### src/rtl/io_out_fifo.sv
// Output FIFO between the core's IO write strobe and a valid/ready consumer.
// First-word-fall-through, never stalls the core; dropped words raise a sticky ovf flag.
module io_out_fifo #(
    parameter  int NBMANT = 16,
    parameter  int NBEXPO = 6,
    parameter  int NUIOOU = 8,
    parameter  int FDEPTH = 8,
    localparam int W      = NBMANT + NBEXPO + 1,
    localparam int A      = (NUIOOU > 1) ? $clog2(NUIOOU) : 1,
    localparam int PW     = $clog2(FDEPTH),
    localparam int CW     = PW + 1
) (
    input  logic          clk,
    input  logic          rst,
    input  logic          out_en,
    input  logic [A-1:0]  addr_out,
    input  logic [W-1:0]  data_out,
    output logic          m_valid,
    input  logic          m_ready,
    output logic [W-1:0]  m_data,
    output logic [A-1:0]  m_addr,
    output logic [CW-1:0] count,
    output logic          full,
    output logic          empty,
    output logic          ovf,
    input  logic          ovf_clr
);

    logic [PW-1:0] wr_ptr;
    logic [PW-1:0] rd_ptr;
    logic [W-1:0]  mem_data [FDEPTH];
    logic          push;
    logic          pop;

    assign empty   = (count == '0);
    assign full    = (count == CW'(FDEPTH));
    assign m_valid = !empty;
    assign pop     = m_valid && m_ready;
    // A full FIFO still accepts a word when the head leaves in the same cycle.
    assign push    = out_en && (!full || pop);

    // NOTE: sequential state uses non-blocking assignments so every register
    // samples the pre-edge values of its neighbours, independent of block order.
    always_ff @(posedge clk or posedge rst) begin
        if (rst) begin
            wr_ptr <= '0;
            rd_ptr <= '0;
            count  <= '0;
            ovf    <= 1'b0;
        end else begin
            if (push) wr_ptr <= wr_ptr + PW'(1);
            if (pop)  rd_ptr <= rd_ptr + PW'(1);
            unique case ({push, pop})
                2'b10:   count <= count + CW'(1);
                2'b01:   count <= count - CW'(1);
                default: count <= count;
            endcase
            // Overflow has priority over a same-cycle clear.
            if (out_en && full && !pop) ovf <= 1'b1;
            else if (ovf_clr)           ovf <= 1'b0;
        end
    end

    // NOTE: storage is deliberately left out of reset; the head is only
    // meaningful while m_valid is high, so clearing it would add reset fanout for nothing.
    always_ff @(posedge clk) begin
        if (push) mem_data[wr_ptr] <= data_out;
    end

    assign m_data = mem_data[rd_ptr];

    generate
        if (NUIOOU > 1) begin : g_tag
            logic [A-1:0] mem_addr [FDEPTH];

            always_ff @(posedge clk) begin
                if (push) mem_addr[wr_ptr] <= addr_out;
            end

            assign m_addr = mem_addr[rd_ptr];
        end else begin : g_no_tag
            assign m_addr = '0;
        end
    endgenerate

endmodule

### config.mk
export PLATFORM = sky130hd
export DESIGN_NAME = io_out_fifo
export DESIGN_NICKNAME = d
export VERILOG_FILES = /design/src/rtl/io_out_fifo.sv
export SDC_FILE = /design/constraint.sdc
export NUM_CORES = 1
export LEC_CHECK = 0
export ABC_CLOCK_PERIOD_IN_PS = 5380
export CAP_MARGIN = 15
export CORE_MARGIN = 3
export CORE_UTILIZATION = 30
export CTS_CLUSTER_DIAMETER = 80
export DETAILED_ROUTE_END_ITERATION = 10
export PLACE_DENSITY_LB_ADDON = 0.05
export SLEW_MARGIN = 20
export SYNTH_ARGS = -nofsm -noshare
export SYNTH_HDL_FRONTEND = slang
export SYNTH_SLANG_ARGS = --single-unit
### constraint.sdc
create_clock -name clk -period 5.38 [get_ports clk]
set_input_delay 0.807 -clock clk [delete_from_list [all_inputs] [get_ports clk]]
set_output_delay 0.807 -clock clk [all_outputs]
set_load 0.01 [all_outputs]
Fig. 1: gate families picked out
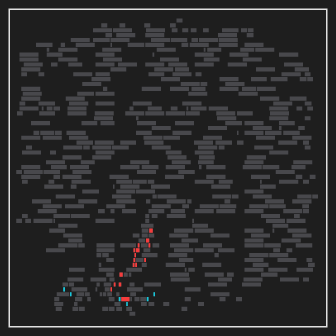
inverters -> cyan  # cells 6, most used inv_1
NAND gates -> red  # cells 16, most used nand2_1, where bottom middle
Comb area share: 19.2%
final non-filler cell total: 856
dominant logic cell type in the layout: edfxtp_1

Fig. 2: PDN straps and rails
Pins as bars on the die edge.
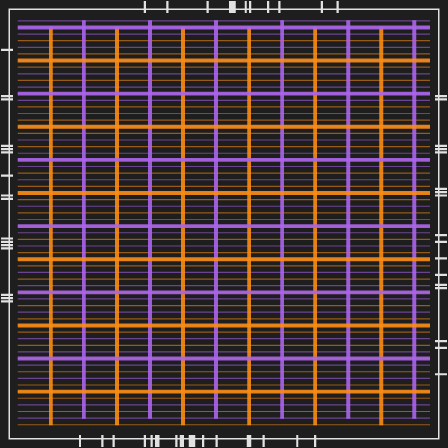
VSS -> orange
VDD -> purple
met1 rails = 62
met5 straps = 12

Fig. 3: where the registers sit
Other sequential cells in the stronger grey, the rest of the logic in the fainter grey.
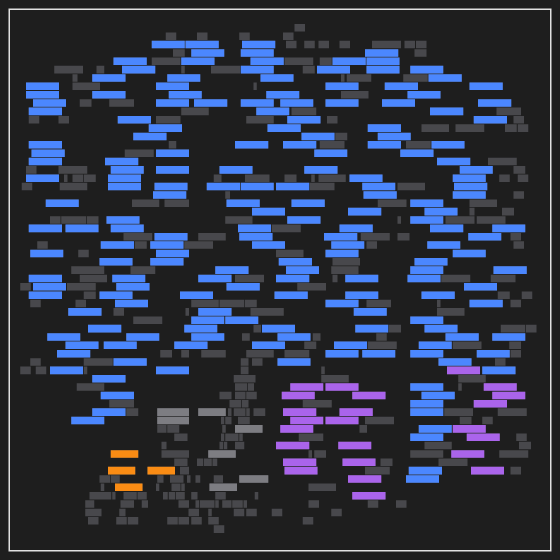
count -> orange  # flops 4, where bottom left
g_tag.mem_addr -> purple  # flops 24
mem_data -> blue  # flops 184
not coloured = 7

Fig. 4: the metal 1 layer
Supply wires on this layer in grey.
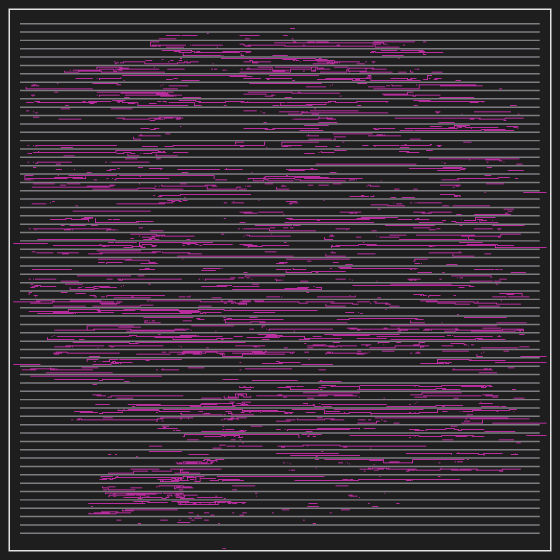
longest straight run = 43.2 um
nets with wire on the layer = 465
total routed wirelength: 18.1 mm
grt met1 use: 16.2%
routed vias: 3923

Fig. 5: clock routing
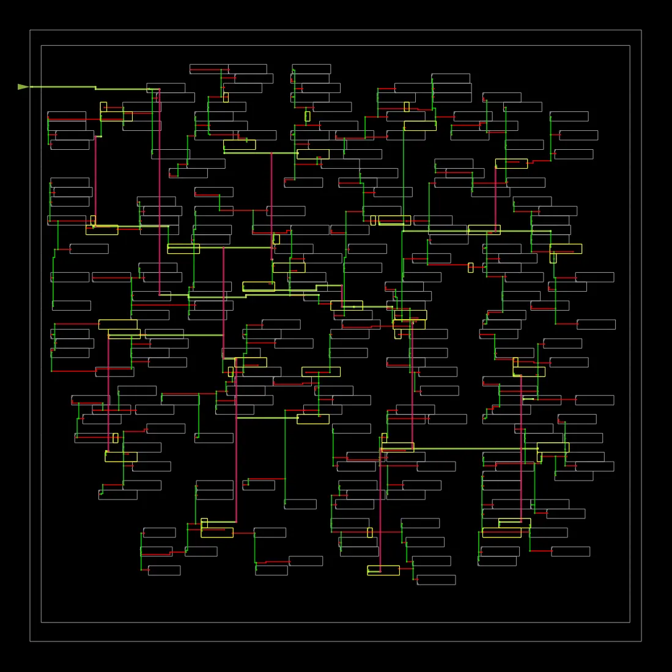
clk sinks: 219
clock buf count: 31
Late-Pin Clk Latency: 0.51 ns
Clock Skew: 0.0129 ns

==> results.toml <==
# yosys + openroad results
[synthesis]
yosysSeqAreaShare_pct = 75.4
ys_area_um2 = 8650
ys_sh_xor_pct = 0.607
edf_count = 208
yosysWarnings = 0
synth.distinct_cells = 38
floorplan.nets = 411
yosysTopAreaCell = "edfxtp_1"
yosys.area_share.aoi_pct = 1.01
synth_top_cell_by_count = "edfxtp_1"
synth_stat.cells = 375
top_cell_area_share_pct = 72.2
synthMuxAreaShare_pct = 18.6

[clocking]
clock_tree.buffer_depth = 3
cts_setup_buffers = 0
cts-buffers-inserted = 25
htreeDepth = 1

[drt]
dr.first_iter.drc_count = 226
vias_per_cell = 4.58
top_layer_used = "met4"
drc = 0

[global_routing]
grt_util_met2_pct = 19.8
grt_max_degree = 55
grt_pass1_vias = 4261
grt_remaining_overflow = 0
grtUsageTotal_pct = 11.9
grt_pass1_wl_mm = 27.6

[power_and_ir_drop]
seq_power_share_pct = 42.5
top_power_group = "registers"
clk-power_uw = 1620
power_density_nw_per_um2 = 533
vdd_drop_max_uv = 205
combPwrFrac_pct = 28.8

[final_layout]
largestClassByArea = "flip-flops and latches"
final_util_pct = 37.7
finalNetCount = 496
drive_gt1_share_pct = 23.0
flop_area_um2 = 6530

[worst_setup_path]
cp-end-kind = "output pin"
crit_path_end = "m_data[2]"
critPathRequiredTime_ns = 4.57
crit_fanout = 22

[placement]
dpl.hpwl_mm = 10.2
gp_congestion = 0.667

[floorplan]
die_width_um = 176
std_cell_rows = 61
fp_util_pct = 30.8
chipArea_um2 = 30900
pin_count = 65
coreArea_um2 = 28100

[min_path]
hold_depth = 1
holdPathEnd = "ovf$_DFFE_PP0P_"
hp-class = "flip-flop to flip-flop"

[timing]
period_needed_ns = 3.93
tns_ns = 0
slew-limit-headroom_pct = 37.6
fin_crit_sh_pct = 73.1
max_freq_ghz = 0.254
drv_slew = 0

[run_status]
status = "finished, final reports clean"

[flow_run]
warnings = 26
-- state kept, by name, indices dropped and copies added (netlist names) --
name            count
wr_ptr              3
mem_data          184
ovf                 1
g_tag.mem_addr     24
rd_ptr              3
count               4
-- per-stage QoR --
step           instances  power, uW  cell area [um2]  setup slack, ns
3_5_place_dp         810       4110             9770             1.90
3_3_place_gp         810       4100             9770             1.91
6_report             856       5640            10600             1.45
5_1_grt              856       5940            10600             1.29
4_1_cts              855       5760            10600             1.36
2_1_floorplan        375       3370             8650             1.84
-- critical path: stages (launching register included) --
cell and delay (ns):
dfrtp_4 0.74, buf_4 0.48, mux4_1 0.60, mux2_2 0.31, clkdlybuf4s50_1 0.48
Power and IR drop assume default switching activity.
